### src/rtl/approx_pp_sequencer.sv
// Sequential AND-array partial-product source: four aligned rows per cycle for the 4:2 compressor columns.
// Optional macro PP_ZERO_SKIP_EN skips all-zero multiplier nibbles (the final group is always emitted).
module approx_pp_sequencer #(
  parameter int WIDTH = 8
) (
  input  logic                   clk,
  input  logic                   rst,
  input  logic                   in_valid,
  output logic                   in_ready,
  input  logic [WIDTH-1:0]       in_a,
  input  logic [WIDTH-1:0]       in_b,
  output logic                   out_valid,
  input  logic                   out_ready,
  output logic [2*WIDTH-1:0]     pp_x1,
  output logic [2*WIDTH-1:0]     pp_x2,
  output logic [2*WIDTH-1:0]     pp_x3,
  output logic [2*WIDTH-1:0]     pp_x4,
  output logic                   cmp_enable,
  output logic [((WIDTH/4) > 1 ? $clog2(WIDTH/4) : 1)-1:0] grp_idx,
  output logic                   grp_last
);

  localparam int NGRP = WIDTH / 4;
  localparam int GW   = (NGRP > 1) ? $clog2(NGRP) : 1;
  localparam int PW   = 2 * WIDTH;

  typedef enum logic {IDLE, ISSUE} state_t;

  state_t                 state, state_n;
  logic [WIDTH-1:0]       a_q, b_q, a_n, b_n;
  logic                   vld_p0, vld_n;
  logic [GW-1:0]          idx_p0, idx_n;
  logic                   last_p0, last_n;
  logic                   en_p0, en_n;
  logic [3:0][PW-1:0]     rows_p0, rows_n;
  logic [GW-1:0]          first_grp, next_grp;

  // Row value: a gated by multiplier bit sh, zero-extended and aligned to weight 2^sh.
  function automatic logic [PW-1:0] pp_row(input logic [WIDTH-1:0] a,
                                           input logic [WIDTH-1:0] b,
                                           input int sh);
    logic [PW-1:0] ext;
    ext = {{WIDTH{1'b0}}, a & {WIDTH{b[sh]}}};
    return ext << sh;
  endfunction

  function automatic logic [3:0] nibble(input logic [WIDTH-1:0] b, input int g);
    logic [WIDTH-1:0] sh;
    sh = b >> (4 * g);
    return sh[3:0];
  endfunction

  // Lowest group at or above start with a non-zero nibble; falls back to the final group.
  function automatic logic [GW-1:0] seek_grp(input logic [WIDTH-1:0] b, input int start);
    int sel;
    sel = NGRP - 1;
    for (int g = NGRP - 1; g >= 0; g--) begin
      if (g >= start && nibble(b, g) != 4'd0) sel = g;
    end
    return GW'(sel);
  endfunction

  assign in_ready = (state == IDLE) && !rst;

`ifdef PP_ZERO_SKIP_EN
  assign first_grp = seek_grp(in_b, 0);
  assign next_grp  = seek_grp(b_q, int'(idx_p0) + 1);
`else
  assign first_grp = '0;
  assign next_grp  = GW'(idx_p0 + 1'b1);
`endif

  always_comb begin
    state_n = state;
    a_n     = a_q;
    b_n     = b_q;
    vld_n   = vld_p0;
    idx_n   = idx_p0;
    unique case (state)
      IDLE: begin
        if (in_valid) begin
          a_n     = in_a;
          b_n     = in_b;
          state_n = ISSUE;
          vld_n   = 1'b1;
          idx_n   = first_grp;
        end
      end
      ISSUE: begin
        if (vld_p0 && out_ready) begin
          if (last_p0) begin
            state_n = IDLE;
            vld_n   = 1'b0;
            idx_n   = '0;
          end else begin
            idx_n   = next_grp;
          end
        end
      end
      default: state_n = IDLE;
    endcase
  end

  // Stage p0 inputs: fields of the group that will be presented next cycle (recomputed identically on stall).
  always_comb begin
    rows_n = '0;
    en_n   = 1'b0;
    last_n = 1'b0;
    if (vld_n) begin
      for (int k = 0; k < 4; k++) rows_n[k] = pp_row(a_n, b_n, 4 * int'(idx_n) + k);
      en_n   = (a_n != '0) && (nibble(b_n, int'(idx_n)) != 4'd0);
      last_n = (idx_n == GW'(NGRP - 1));
    end
  end

  always_ff @(posedge clk) begin
    if (rst) begin
      state   <= IDLE;
      a_q     <= '0;
      b_q     <= '0;
      vld_p0  <= 1'b0;
      idx_p0  <= '0;
      last_p0 <= 1'b0;
      en_p0   <= 1'b0;
      rows_p0 <= '0;
    end else begin
      state   <= state_n;
      a_q     <= a_n;
      b_q     <= b_n;
      vld_p0  <= vld_n;
      idx_p0  <= idx_n;
      last_p0 <= last_n;
      en_p0   <= en_n;
      rows_p0 <= rows_n;
    end
  end

  assign out_valid  = vld_p0;
  assign pp_x1      = rows_p0[0];
  assign pp_x2      = rows_p0[1];
  assign pp_x3      = rows_p0[2];
  assign pp_x4      = rows_p0[3];
  assign cmp_enable = en_p0;
  assign grp_idx    = idx_p0;
  assign grp_last   = last_p0;

endmodule
### config.mk
export PLATFORM = sky130hd
export DESIGN_NAME = approx_pp_sequencer
export DESIGN_NICKNAME = d
export VERILOG_FILES = /design/src/rtl/approx_pp_sequencer.sv
export SDC_FILE = /design/constraint.sdc
export NUM_CORES = 1
export LEC_CHECK = 0
export ABC_AREA = 1
export CORE_AREA = 2 2 76 78
export DETAILED_ROUTE_END_ITERATION = 7
export DIE_AREA = 0 0 78 80
export PLACE_DENSITY = 0.84
export SYNTH_ARGS = -nofsm -noshare
export SYNTH_HDL_FRONTEND = slang
export SYNTH_SLANG_ARGS = --single-unit
### constraint.sdc
create_clock -name clk -period 3.9 [get_ports clk]
set_clock_uncertainty 0.2 [all_clocks]
set_input_delay 0.975 -clock clk [delete_from_list [all_inputs] [get_ports clk]]
set_output_delay 0.975 -clock clk [all_outputs]
set_load 0.005 [all_outputs]
clock_map.png
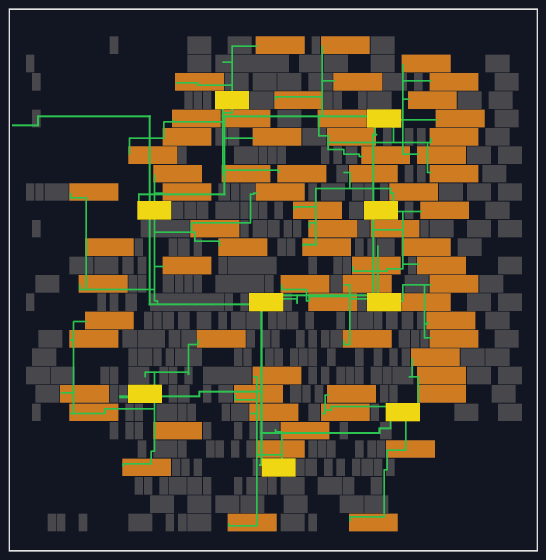
flip-flops: drawn in orange, count 69. clock wires: drawn in green, length 758 µm. cells driving clock nets: drawn in yellow, count 9.
There are 10 routed clock nets.

met2.png
The bar under the picture is 20 µm long.
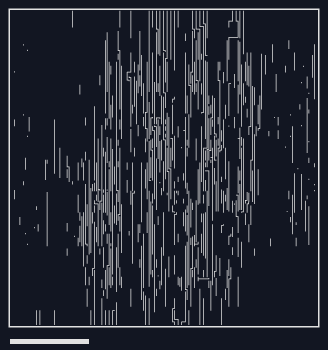
The layer carries 2870 µm of wire. The longest straight run is 32.5 µm. The wires run mostly vertical. 314 nets have wire on it. The layer holds 51% of the routed length.

==> out/results.tsv <==
metric	value	unit
Multiplexer share	0	
worst min-delay path class	reg -> reg	
Cell Int Power	0.001173	W
Worst path depth	3	
Clock transition at path regs	0.07	ns
met1 GRT Util	0.2009	
Flop Count	69	
H-tree levels	3	
slowest stage delay, CP	0.53	ns
CTS Root Cell	clkbuf_8	
number of enable flip-flop cells	0	
Commonest Layout Cell	clkdlybuf4s50_1	
area reported by Yosys stat	2485	µm²
synthesized cell area	2485	µm²
Detailed Place HPWL	3883	µm
R2R depth	9	
sw frac	0.2563	
final setup TNS	0	ns
Tapcell Cnt	72	
status	completed	
crit-path max FO	2	
final wirelength	5600	µm
Psw	0.0004042	W
n_diodes	0	
Yosys reg bits	69	
clock network power share	0.406	
dpl cell area	3182	µm²
top-count cell post-synth	dfxtp_1	
Non-clk bufs	73	
IO Pins	89	
gp weighted congestion	0.7522	
WHS Path Cells	1	
commonest cells in the netlist	dfxtp_1 (69), nand2_1 (59), nor2_1 (57), inv_1 (32), buf_4 (19)	
CTS Buf Count	9	
fillers	445	
Netlist cell types	25	
Clock buffers and inverters, area share	0.06542	
DRC	0	
FP Core Util	0.4597	
metal3 WL	358	µm
slowest CP cell	clkdlybuf4s50_1	
Yosys top cell area share	0.5559	
Signal inverters	34	
Worst R2R Setup Slack	1.64	ns
cycle use final	0.8380	
largest area contributor in the netlist	dfxtp_1	
vias in the first global route	1843	
Comb pwr share	0.122	
post-cts gate resize count	0	
yosys adder share	0	
crit-path most repeated cell	clkdlybuf4s50_1	
MaxCap Viol Count	0	
highest metal used	met4	
ys cells	296	
Final Hold Viols	0	
Post-layout nets	391	
Top Usage Layer GRT	met2	
worst path arrival time	2.09	ns
delay-heaviest family, CP	buffers and inverters	
GRT met2 Usage	0.3345	
Period minus WS final	3.268	ns
WL per Instance	12.50	µm
Top logic family	simple AND/OR/NAND/NOR gates	
min-delay src	grp_last	
data-path buffer share of cell area in the final layout	0.2139	
critical path class	in -> out	
measured slew at the worst slew-check pin	0.5011	ns
Max Clock Freq	0.3060	GHz
top_reg_cell synth	dfxtp_1	
Tot Pwr	0.001577	W
multi-input gate count	184	
cell_classes.png
The bar under the picture is 20 µm long. Fill, decap, tap and diode cells in grey.
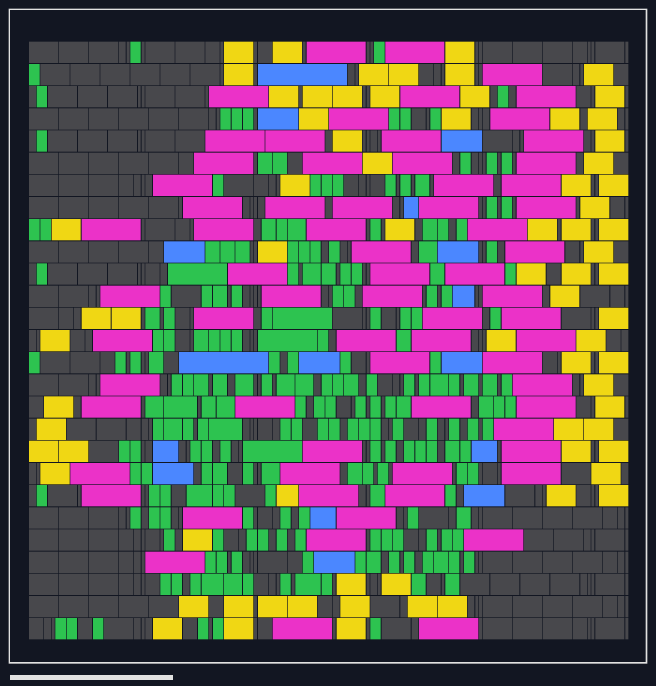
other buffers and delay cells: drawn in yellow, cells 73. all other logic: drawn in green, cells 218. clock drivers and dummy loads: drawn in blue, cells 16. flops: drawn in magenta, cells 69.
cell area after layout: 3405 µm²
Core ar.: 5405 µm²
fraction of area in registers: 0.4057
Final Util: 0.6299

pdn.png
Pins as bars on the die edge. Tap cells in grey.
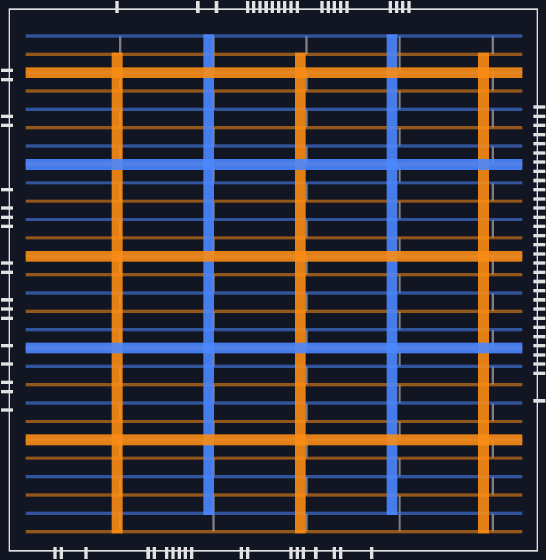
VSS: drawn in orange. VDD: drawn in blue.
72 tap cells. 5 straps on met4. 5 straps on met5.
Die Span X: 78 µm
maximum vdd drop: 264.2 µV
die height: 80 µm

## stage by stage
step	cells	setup WS [ns]	util	hold WS, ns
2_1_floorplan	311	1.125	-	0.2886
3_3_place_gp	432	0.6391	0.5887	0.3147
3_5_place_dp	432	0.6333	0.5887	0.3077
4_1_cts	448	0.6420	0.6299	0.3226
5_1_grt	448	0.5892	0.6299	0.3466
6_report	448	0.6316	0.6299	0.3221
## power by group through the flow
stage          clock network [W]  registers [W]  logic (W)
3_5_place_dp                   0       0.000760   0.000189
2_1_floorplan                  0       0.000760   0.000125
4_1_cts                 0.000647       0.000744   0.000193
5_1_grt                 0.000679       0.000747   0.000211
6_report                0.000640       0.000744   0.000193
3_3_place_gp                   0       0.000760   0.000184
Power and IR drop assume default switching activity.
